==> config.mk <==
export PLATFORM = sky130hd
export DESIGN_NAME = seg_bin_display
export DESIGN_NICKNAME = d
export VERILOG_FILES = /design/src/rtl/seg_pkg.sv /design/src/rtl/seg_hex_decode.sv /design/src/rtl/seg_bin_display.sv
export SDC_FILE = /design/constraint.sdc
export NUM_CORES = 1
export LEC_CHECK = 0
export CORE_MARGIN = 4
export CORE_UTILIZATION = 55
export CTS_CLUSTER_SIZE = 25
export DETAILED_ROUTE_END_ITERATION = 12
export GPL_ROUTABILITY_DRIVEN = 0
export GPL_TIMING_DRIVEN = 1
export PLACE_DENSITY = 0.85
export SYNTH_ARGS = -nofsm -noshare
export SYNTH_HDL_FRONTEND = slang
export SYNTH_HIERARCHICAL = 1
export SYNTH_SLANG_ARGS = --single-unit
==> constraint.sdc <==
create_clock -name clk -period 5.75 [get_ports clk]
set_input_delay 0.8625 -clock clk [delete_from_list [all_inputs] [get_ports clk]]
set_output_delay 0.8625 -clock clk [all_outputs]
set_load 0.05 [all_outputs]
### Routed metal, one colour a layer, run 1

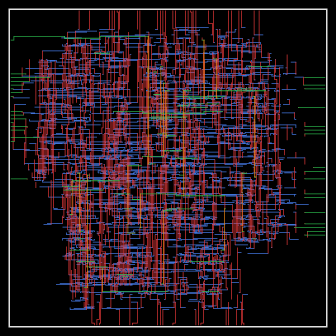
Orange stands for M4, wire length 399 um. Red stands for M2, wire length 7,440 um. Blue stands for M1, wire length 6,380 um. Green stands for M3, wire length 629 um.
DR vias: 5,559
DR WL/cell: 15.8 um

### Local utilization, run 1

11 x 11 tiles, from white (low) to dark blue (high), 0 to 100% covered.
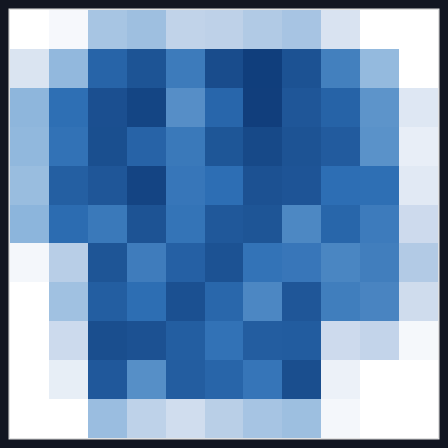
The emptiest ninth of the die: south-east. The densest ninth of the die: centre. 11% of the tiles are nearly empty. 36% of the tiles are over 75% full. The mean over all tiles is 54%.
Core Region: 11,000 um^2
Final Util: 66.3%
FP Util: 56.9%

### Gate-type map, run 1

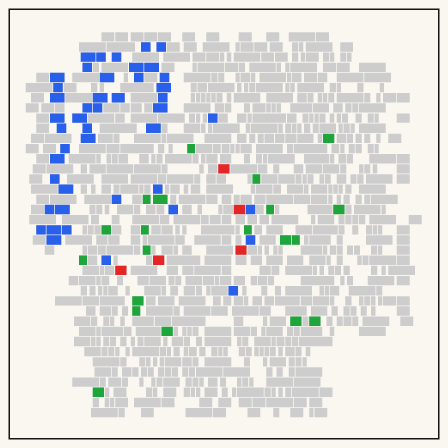
Red stands for xor and xnor cells, cells 5, where centre. Blue stands for non-inverting ao/oa cells, cells 45. Green stands for and/or cells, cells 20.
most numerous logic cell after layout: dfxtp_1
Comb area share: 49.6%

==> flow_summary.yaml, run 1 <==
# generated from flow reports
sta:
  setup_viol_count_final: 0
  fmax_ghz: 0.315
  drv_slew: 0
  finalHoldViolCount: 0
  relSlewSlack_pct: 29.2
  finalSetupTns_ps: 0
  finalClockSkew_ps: 9.64
die:
  dieHeight_um: 115
clocking:
  cts.clk_slew.worst_paths_ps: 70
  numCtsBuffers: 9
  clock_latency_ps: 350
  hold_buffers: 0
  clockBufferDepth: 2
  ctsResizeCount: 0
yosys:
  ys_types: 46
  area_leaders: "dfxtp_1 (35%), ha_1 (9.4%), o21ai_0 (6.0%)"
  syn-num-nets: 825
  synthCells: 749
  synth_area_per_cell_um2: 8.35
  numSynthFlops: 108
worst_setup_path:
  ff2ff_path_depth: 9
  critPathTopFamily: "flip-flops"
  path_max_fanout: 56
placement:
  dp_slack_ps: 2760
routing:
  drt-initial-drc-count: 435
  dr.pass1.iters: 5
hold_path:
  holdPathStages: 2
  hold_path_class: "register to register"
power:
  pwr_density_cell_nw_per_um2: 211
finish:
  drive_above_1_share_pct: 8.25
  diodes: 0
global_routing:
  grt_max_degree: 57
status:
  status: "finished clean"
run 1: cell usage in the layout (no fill, tap or decap), types with 7 or more instances in the layout:
cell,instances
or3_1,7
nor2b_1,12
nand3_1,22
nand3b_1,7
ha_1,47
a21oi_1,46
o211ai_1,38
o21ai_0,75
nor2_1,62
o221a_2,18
nand2_1,61
o2111ai_1,12
o21a_1,25
o31ai_1,7
clkdlybuf4s50_1,79
nor3_1,37
dfxtp_1,107
inv_1,48
clkbuf_16,9
buf_4,8
nand2b_1,10
run 1: logic make-up (layout without fill, tap and decap cells):
kind of cell | after synthesis | after routing | synth area share, %
XOR/XNOR | 5 | 5 | 0.700
buffers and inverters | 101 | 152 | 7.72
flip-flops | 108 | 108 | 34.6
AND-OR/OR-AND | 241 | 241 | 27.5
other | 1 | 1 | 0.0600
AND/OR/NAND/NOR | 246 | 246 | 20.1
adder cells (fa/ha/maj) | 47 | 47 | 9.40
run 1: cell type report:
class	count	area, um^2	share of cell area, %
Multi-Input combinational cell	540	3610	49.6
Sequential cell	108	2160	29.7
Timing Repair Buffer	87	851	11.7
Clock inverter	6	57.6	0.791
Inverter	49	184	2.53
Clock buffer	10	239	3.28
Tap cell	140	175	2.41
run 1: through the flow:
| stage | total power, mW | instance area, um^2 | hold slack (ps) | utilization (%) | cells |
|---|---|---|---|---|---|
| floorplan | 0.897 | 6250 | 428 | - | 749 |
| global placement | 0.934 | 6980 | 434 | 63.6 | 924 |
| detailed placement | 0.942 | 6980 | 442 | 63.6 | 924 |
| CTS | 1.54 | 7280 | 454 | 66.3 | 940 |
| global route | 1.59 | 7280 | 491 | 66.3 | 940 |
| finish | 1.54 | 7280 | 458 | 66.3 | 940 |
run 1: worst reg2reg max path, stage by stage (launching register included):
cell and delay, ps:
dfxtp_1 390, inv_1 130, ha_1 220, nor3b_1 570
and4_1 450, and4_1 280, a21oi_4 60, o21ai_0 110
nor3_1 70, o21ai_0 190
run 1: metal layers:
layer / track usage, % / routed length (um)
met5: 0 / 0
met1: 28.3 / 6380
met2: 40.5 / 7440
met4: 9.34 / 398
met3: 3.96 / 629
run 1: power breakdown:
| group | leakage, nW | switching (mW) | internal [mW] | total (mW) |
|---|---|---|---|---|
| sequential | 0.879 | 0.0189 | 0.770 | 0.789 |
| combinational | 1.51 | 0.0754 | 0.0617 | 0.137 |
| clock | 0.138 | 0.298 | 0.314 | 0.612 |
## Run 2: what changed since run 1
clock period = 3.3 ns   (was 5.75 ns; I/O delays follow)
### Routed metal, one colour a layer, run 2

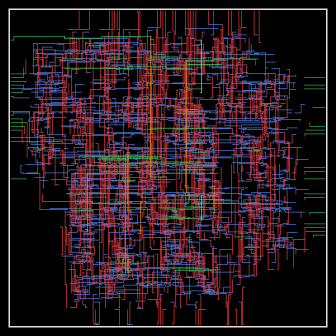
Red stands for M2, wire length 7,440 um. Green stands for M3, wire length 962 um. Orange stands for M4, wire length 242 um. Blue stands for M1, wire length 6,000 um.
DR WL/cell: 15.5 um
DR vias: 5,595
gr usage total: 22.9%
drt total wl: 14,600 um

==> run 2 against run 1 <==
Effect of this change: total power grew 77%; critical path depth is 8 higher; cell count increased by 0.32%; die size did not move; sequential cell count unchanged; synthesized cell count unchanged; sequential share of layout area down 0.12 points; critical path type is now register to register; highest routed layer unchanged.
==> flow_summary.yaml, run 2 <==
# generated from flow reports
status:
  status: "finished clean"
global_routing:
  grt_max_degree: 56
  grt-busiest-layer: "met2"
  grt_use_met1_pct: 26.8
finish:
  fin_util_pct: 66.5
  drive_above_1_share_pct: 8.59
  final_cell_mix: "dfxtp_1 (107), clkdlybuf4s50_1 (79), o21ai_0 (75)"
  final_common_cell: "dfxtp_1"
  diodes: 0
worst_setup_path:
  path_max_fanout: 7
  ff2ff_path_depth: 9
sta:
  finalSetupTns_ps: 0
  setup_viol_count_final: 0
  finalClockSkew_ps: 12.2
  drv_slew: 0
  finalHoldViolCount: 0
clocking:
  cts.clk_slew.worst_paths_ps: 80
  hold_buffers: 0
  numCtsBuffers: 9
  clockBufferDepth: 2
yosys:
  numSynthFlops: 108
  syn-num-nets: 825
  synthCells: 749
  area_leaders: "dfxtp_1 (35%), ha_1 (9.4%), o21ai_0 (6.0%)"
  ys_types: 46
routing:
  drt-initial-drc-count: 409
  dr.pass1.iters: 6
die:
  dieHeight_um: 115
  fp_util_pct: 56.9
power:
  pwr_density_cell_nw_per_um2: 372
### Met2 routing, run 2

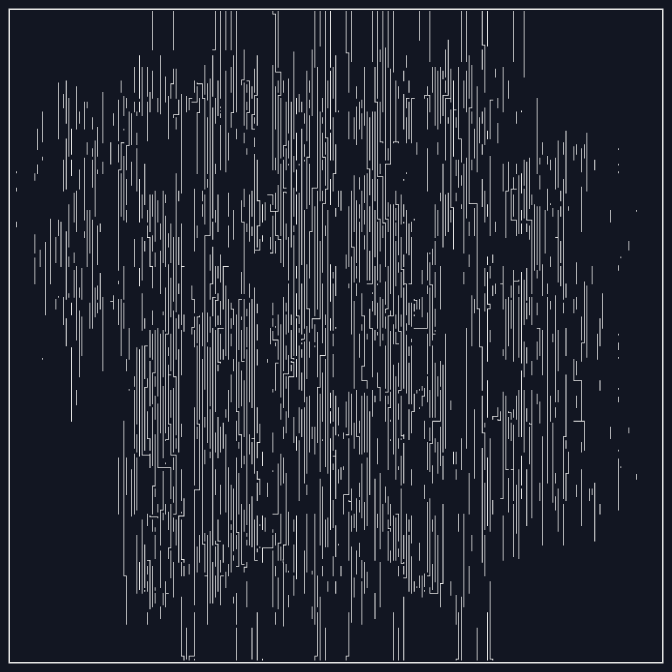
The wires run mostly vertical. The longest straight run is 46.2 um. The layer carries 7,440 um of wire. 695 nets have wire on it. The layer holds 51% of the routed length.
M2 GR Usage: 40.4%

run 2: cell type report:
type                    instances  area, um^2  share of cell area [%]
repair buffers                 90         873                    12.0
inverters                      49         184                    2.52
multi-input cells             540        3610                    49.4
clock inverters                 7        78.8                    1.08
well taps                     140         175                    2.40
flip-flops and latches        108        2160                    29.6
clock buffers                   9         225                    3.08
run 2: kinds of logic after synthesis:
| group | Yosys count | share of synthesized area [%] |
|---|---|---|
| and+or+nand+nor | 246 | 20.1 |
| AOI/OAI and AO/OA | 241 | 27.5 |
| DFF | 108 | 34.6 |
| buffers and inverters | 101 | 7.72 |
| adders and majority gates | 47 | 9.40 |
| xor gates and xnor gates | 5 | 0.700 |
| other | 1 | 0.0600 |
run 2: worst max-delay path: cells and delay by family (launching register included):
kind | cells | cell delay (ps)
buffers and inverters | 1 | 130
adders and majority gates | 1 | 210
DFF | 1 | 390
and+or+nand+nor | 4 | 1240
AOI/OAI and AO/OA | 3 | 330
run 2: where the power goes:
group	total (mW)	switching [mW]	internal (mW)
Clock	1.11	0.564	0.542
Sequential	1.37	0.0303	1.34
Combinational	0.242	0.133	0.108
Total	2.72	0.728	1.99
run 2: metal layers:
layer  vias to the layer above  share of wire [%]
met5                         -                  0
met4                         0                1.6
li1                       2752                  -
met1                      2620                 41
met2                       199                 51
met3                        24                6.6
run 2: through the flow:
step / instances / hold slack (ps) / total power [mW] / setup slack [ps] / cell area [um^2]
global route: 943 / 492 / 2.81 / 704 / 7310
finish: 943 / 472 / 2.72 / 921 / 7310
floorplan: 749 / 428 / 1.56 / 1320 / 6250
detailed placement: 927 / 457 / 1.64 / 956 / 7000
CTS: 943 / 465 / 2.73 / 925 / 7310
global placement: 927 / 447 / 1.63 / 1050 / 7000
Power figures rest on the tool's default switching activity, not on a simulated workload.
